[src/rtl/apb_fifo_master_if.sv]
// Port bundle for apb_fifo_master: WFIFO read port, RFIFO write port and APB requester.
// master = requester side, slave = FIFO/completer side.
interface apb_fifo_master_if #(
  parameter int unsigned ADDR_W = 32,
  parameter int unsigned DATA_W = 32
);
  logic                   cmd_empty;
  logic                   cmd_rdata_en;
  logic [ADDR_W+DATA_W:0] cmd_rdata;
  logic                   rsp_full;
  logic                   rsp_wdata_vld;
  logic [DATA_W:0]        rsp_wdata;
  logic                   psel;
  logic                   penable;
  logic                   pwrite;
  logic [ADDR_W-1:0]      paddr;
  logic [DATA_W-1:0]      pwdata;
  logic                   pready;
  logic                   pslverr;
  logic [DATA_W-1:0]      prdata;

  modport master (
    input  cmd_empty, cmd_rdata, rsp_full, pready, pslverr, prdata,
    output cmd_rdata_en, rsp_wdata_vld, rsp_wdata, psel, penable, pwrite, paddr, pwdata
  );

  modport slave (
    output cmd_empty, cmd_rdata, rsp_full, pready, pslverr, prdata,
    input  cmd_rdata_en, rsp_wdata_vld, rsp_wdata, psel, penable, pwrite, paddr, pwdata
  );
endinterface

[src/rtl/apb_fifo_master.sv]
// APB requester: pops {write, addr, wdata} commands, runs one APB transfer each, pushes {err, rdata}.
// Optional ACCESS-phase timeout enabled by defining APB_TIMEOUT_EN.
module apb_fifo_master #(
  parameter int unsigned ADDR_W = 32,
  parameter int unsigned DATA_W = 32
`ifdef APB_TIMEOUT_EN
  ,
  parameter int unsigned TIMEOUT_CYC = 255
`endif
) (
  input  logic              clk,
  input  logic              rst,
  apb_fifo_master_if.master bus,
  output logic              busy
`ifdef APB_TIMEOUT_EN
  ,
  output logic              timeout_flag
`endif
);

  localparam int unsigned CMD_W = 1 + ADDR_W + DATA_W;
  localparam int unsigned RSP_W = 1 + DATA_W;

  typedef enum logic [2:0] {
    S_IDLE,
    S_FETCH,
    S_SETUP,
    S_ACCESS,
    S_RESP
  } state_e;

  state_e              state_q;
  logic                psel_q;
  logic                penable_q;
  logic                pwrite_q;
  logic [ADDR_W-1:0]   paddr_q;
  logic [DATA_W-1:0]   pwdata_q;
  logic [RSP_W-1:0]    rsp_wdata_q;
  logic                busy_q;
  logic                cmd_pop;
  logic                rsp_push;

`ifdef APB_TIMEOUT_EN
  localparam logic [7:0] TO_LAST = 8'(TIMEOUT_CYC - 1);
  logic [7:0] wait_cnt_q;
  logic       timeout_q;
`endif

  // FIFO strobes are decoded from state so the pop/push land in the same cycle as the decision.
  assign cmd_pop  = !rst && (state_q == S_IDLE) && !bus.cmd_empty && !bus.rsp_full;
  assign rsp_push = !rst && (state_q == S_RESP) && !bus.rsp_full;

  always_ff @(posedge clk or posedge rst) begin
    if (rst) begin
      state_q     <= S_IDLE;
      psel_q      <= 1'b0;
      penable_q   <= 1'b0;
      pwrite_q    <= 1'b0;
      paddr_q     <= '0;
      pwdata_q    <= '0;
      rsp_wdata_q <= '0;
      busy_q      <= 1'b0;
`ifdef APB_TIMEOUT_EN
      wait_cnt_q  <= '0;
      timeout_q   <= 1'b0;
`endif
    end else begin
      case (state_q)
        S_IDLE: begin
          if (cmd_pop) begin
            state_q <= S_FETCH;
            busy_q  <= 1'b1;
          end
        end
        S_FETCH: begin
          pwrite_q <= bus.cmd_rdata[CMD_W-1];
          paddr_q  <= bus.cmd_rdata[ADDR_W+DATA_W-1:DATA_W];
          pwdata_q <= bus.cmd_rdata[DATA_W-1:0];
          psel_q   <= 1'b1;
          state_q  <= S_SETUP;
        end
        S_SETUP: begin
          penable_q <= 1'b1;
          state_q   <= S_ACCESS;
`ifdef APB_TIMEOUT_EN
          wait_cnt_q <= '0;
`endif
        end
        S_ACCESS: begin
          if (bus.pready) begin
            rsp_wdata_q <= {bus.pslverr, (pwrite_q ? {DATA_W{1'b0}} : bus.prdata)};
            psel_q      <= 1'b0;
            penable_q   <= 1'b0;
            state_q     <= S_RESP;
          end
`ifdef APB_TIMEOUT_EN
          // Final unanswered wait cycle: abandon the transfer with an error response.
          else if (wait_cnt_q == TO_LAST) begin
            rsp_wdata_q <= {1'b1, {DATA_W{1'b0}}};
            timeout_q   <= 1'b1;
            psel_q      <= 1'b0;
            penable_q   <= 1'b0;
            state_q     <= S_RESP;
          end else begin
            wait_cnt_q <= wait_cnt_q + 8'd1;
          end
`endif
        end
        S_RESP: begin
          if (!bus.rsp_full) begin
            state_q <= S_IDLE;
            busy_q  <= 1'b0;
          end
        end
        default: begin
          state_q   <= S_IDLE;
          psel_q    <= 1'b0;
          penable_q <= 1'b0;
          busy_q    <= 1'b0;
        end
      endcase
    end
  end

  assign bus.cmd_rdata_en  = cmd_pop;
  assign bus.rsp_wdata_vld = rsp_push;
  assign bus.rsp_wdata     = rsp_wdata_q;
  assign bus.psel          = psel_q;
  assign bus.penable       = penable_q;
  assign bus.pwrite        = pwrite_q;
  assign bus.paddr         = paddr_q;
  assign bus.pwdata        = pwdata_q;
  assign busy              = busy_q;
`ifdef APB_TIMEOUT_EN
  assign timeout_flag      = timeout_q;
`endif

endmodule

[src/flat_wrapper.sv]
// flat-port wrapper written by rule: the top's interface ports become plain ports
module apb_fifo_master_flat 
#(
  parameter int unsigned ADDR_W = 32,
  parameter int unsigned DATA_W = 32

)
  (clk, rst, busy, bus_cmd_empty, bus_cmd_rdata, bus_rsp_full, bus_pready, bus_pslverr, bus_prdata, bus_cmd_rdata_en, bus_rsp_wdata_vld, bus_rsp_wdata, bus_psel, bus_penable, bus_pwrite, bus_paddr, bus_pwdata);
  apb_fifo_master_if #(.ADDR_W(ADDR_W), .DATA_W(DATA_W)) bus_i ();
  input  logic clk;
  input  logic rst;
  output logic busy;
  input wire logic [$bits(bus_i.cmd_empty)-1:0] bus_cmd_empty;
  input wire logic [$bits(bus_i.cmd_rdata)-1:0] bus_cmd_rdata;
  input wire logic [$bits(bus_i.rsp_full)-1:0] bus_rsp_full;
  input wire logic [$bits(bus_i.pready)-1:0] bus_pready;
  input wire logic [$bits(bus_i.pslverr)-1:0] bus_pslverr;
  input wire logic [$bits(bus_i.prdata)-1:0] bus_prdata;
  output wire logic [$bits(bus_i.cmd_rdata_en)-1:0] bus_cmd_rdata_en;
  output wire logic [$bits(bus_i.rsp_wdata_vld)-1:0] bus_rsp_wdata_vld;
  output wire logic [$bits(bus_i.rsp_wdata)-1:0] bus_rsp_wdata;
  output wire logic [$bits(bus_i.psel)-1:0] bus_psel;
  output wire logic [$bits(bus_i.penable)-1:0] bus_penable;
  output wire logic [$bits(bus_i.pwrite)-1:0] bus_pwrite;
  output wire logic [$bits(bus_i.paddr)-1:0] bus_paddr;
  output wire logic [$bits(bus_i.pwdata)-1:0] bus_pwdata;
  assign bus_i.cmd_empty = bus_cmd_empty;
  assign bus_i.cmd_rdata = bus_cmd_rdata;
  assign bus_i.rsp_full = bus_rsp_full;
  assign bus_i.pready = bus_pready;
  assign bus_i.pslverr = bus_pslverr;
  assign bus_i.prdata = bus_prdata;
  assign bus_cmd_rdata_en = bus_i.cmd_rdata_en;
  assign bus_rsp_wdata_vld = bus_i.rsp_wdata_vld;
  assign bus_rsp_wdata = bus_i.rsp_wdata;
  assign bus_psel = bus_i.psel;
  assign bus_penable = bus_i.penable;
  assign bus_pwrite = bus_i.pwrite;
  assign bus_paddr = bus_i.paddr;
  assign bus_pwdata = bus_i.pwdata;
  apb_fifo_master #(.ADDR_W(ADDR_W), .DATA_W(DATA_W)) u_core (.clk(clk), .rst(rst), .bus(bus_i), .busy(busy));
endmodule
[config.mk]
export PLATFORM = sky130hd
export DESIGN_NAME = apb_fifo_master_flat
export DESIGN_NICKNAME = d
export VERILOG_FILES = /design/src/rtl/apb_fifo_master_if.sv /design/src/rtl/apb_fifo_master.sv /design/src/flat_wrapper.sv
export SDC_FILE = /design/constraint.sdc
export NUM_CORES = 1
export LEC_CHECK = 0
export CAP_MARGIN = 10
export CORE_UTILIZATION = 44
export DETAILED_ROUTE_END_ITERATION = 12
export PLACE_DENSITY = 0.85
export SYNTH_ARGS = -nofsm -noshare
export SYNTH_HDL_FRONTEND = slang
export SYNTH_SLANG_ARGS = --single-unit
[constraint.sdc]
create_clock -name clk -period 5.5 [get_ports clk]
set_clock_uncertainty 0.05 [all_clocks]
set_input_delay 0.825 -clock clk [delete_from_list [all_inputs] [get_ports clk]]
set_output_delay 0.825 -clock clk [all_outputs]
set_load 0.01 [all_outputs]
==> impl_metrics.ini <==
; flow metrics
[detailed_routing]
first_pass_iters = 4

[global_routing]
overflow = 0
gr-usage-met2_pct = 33.9
grt_pass1_wl_mm = 15.9
grt_max_degree = 67
grt_pass1_vias = 3206

[power_and_ir_drop]
top_power_group = combinational logic
netSwitchingPower_mw = 1.19

[cells_and_area]
lay_top_cells = 205 x clkdlybuf4s50_1, 104 x dfrtp_1, 51 x mux2_4
combGateArea_sq_um = 1560
fillers = 674
logic_gates = 187
instances_no_fill = 647
clock_area_share_pct = 3.01

[placement]
place_hpwl_mm = 7.43
place.port_buffers = 205

[clocking]
numCtsBuffers = 9
clk_pin_slew_ns = 0.09

[synth]
ys_chip_area_sq_um = 4350
synth.most_common_cell = dfrtp_1
synth.distinct_cells = 24
logic_family = multiplexers
ys_seq_share_pct = 59.8
ys_sh_simple_pct = 9.43
ys_sh_adder_pct = 0
top_area_cell = dfrtp_1

[status]
status = complete, no violations

[final_timing]
worst_pin_slew_ns = 1.08
fin_crit_ns = 3.15

[setup_path]
path_buffers = 2
timing.rr.end = u_core.bus.paddr[5]
worstPathMaxFanout = 4
crit_top_cell = clkdlybuf4s50_1
cp-startpoint = bus_rsp_full
cp.depth = 5

[floorplan]
io_pins = 206

[worst_hold_path]
min_to = u_core.bus.rsp_wdata[16]
final_placement.png
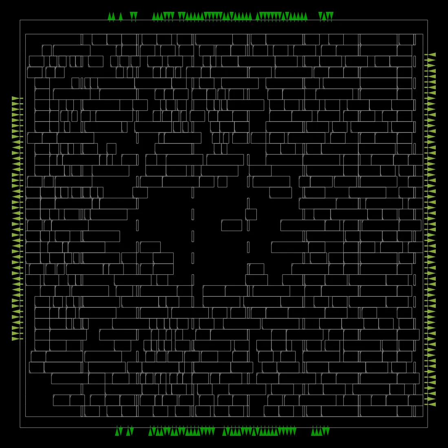
flop share of the area: 39.4%
row count: 35
TAP cells: 129

zoom.png
Window x 31 to 71, y 10 to 50 microns. Cells in grey, sequential cells in the stronger grey; small squares are vias.
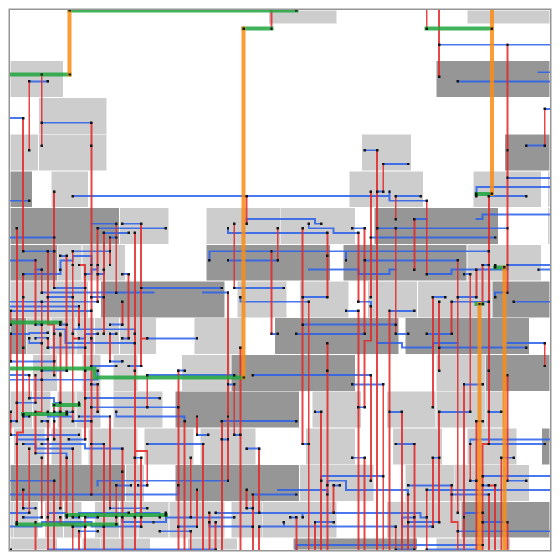
met3 -> green
met1 -> blue
met2 -> red
met4 -> orange
most frequent = clkdlybuf4s50_1 (17), dfrtp_1 (14), mux2_4 (9)
sequential cells in the window = 14
cells with their middle in the window = 75
netlist names of flops here include = u_core.bus.paddr (9), u_core.bus.pwdata (2)

clock_map.png
Scale bar: 20 microns.
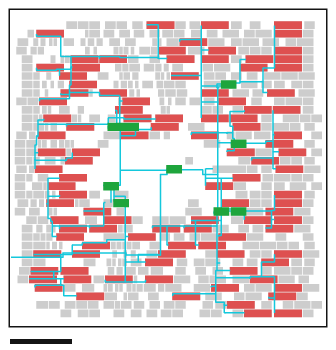
flip-flops -> red  # count 104
cells driving clock nets -> green  # count 9
clock wires -> cyan  # length 1080 microns
routed clock nets = 10
Clk power: 0.473 mW
Late-Pin Clk Latency: 0.34 ns
Clk pwr share: 12.5%

met3.png
Scale bar: 20 microns.
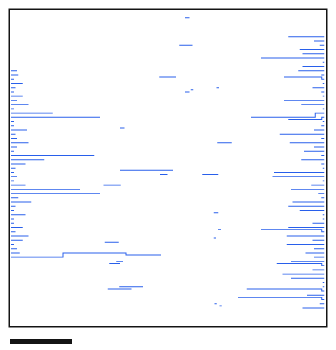
longest straight run = 28.3 microns
wire length on this layer = 794 microns
share of all routed wire = 7.9%
met3 Use GR: 6.00%
final WL: 10.0 mm

Power is estimated from default activity; no workload was simulated.
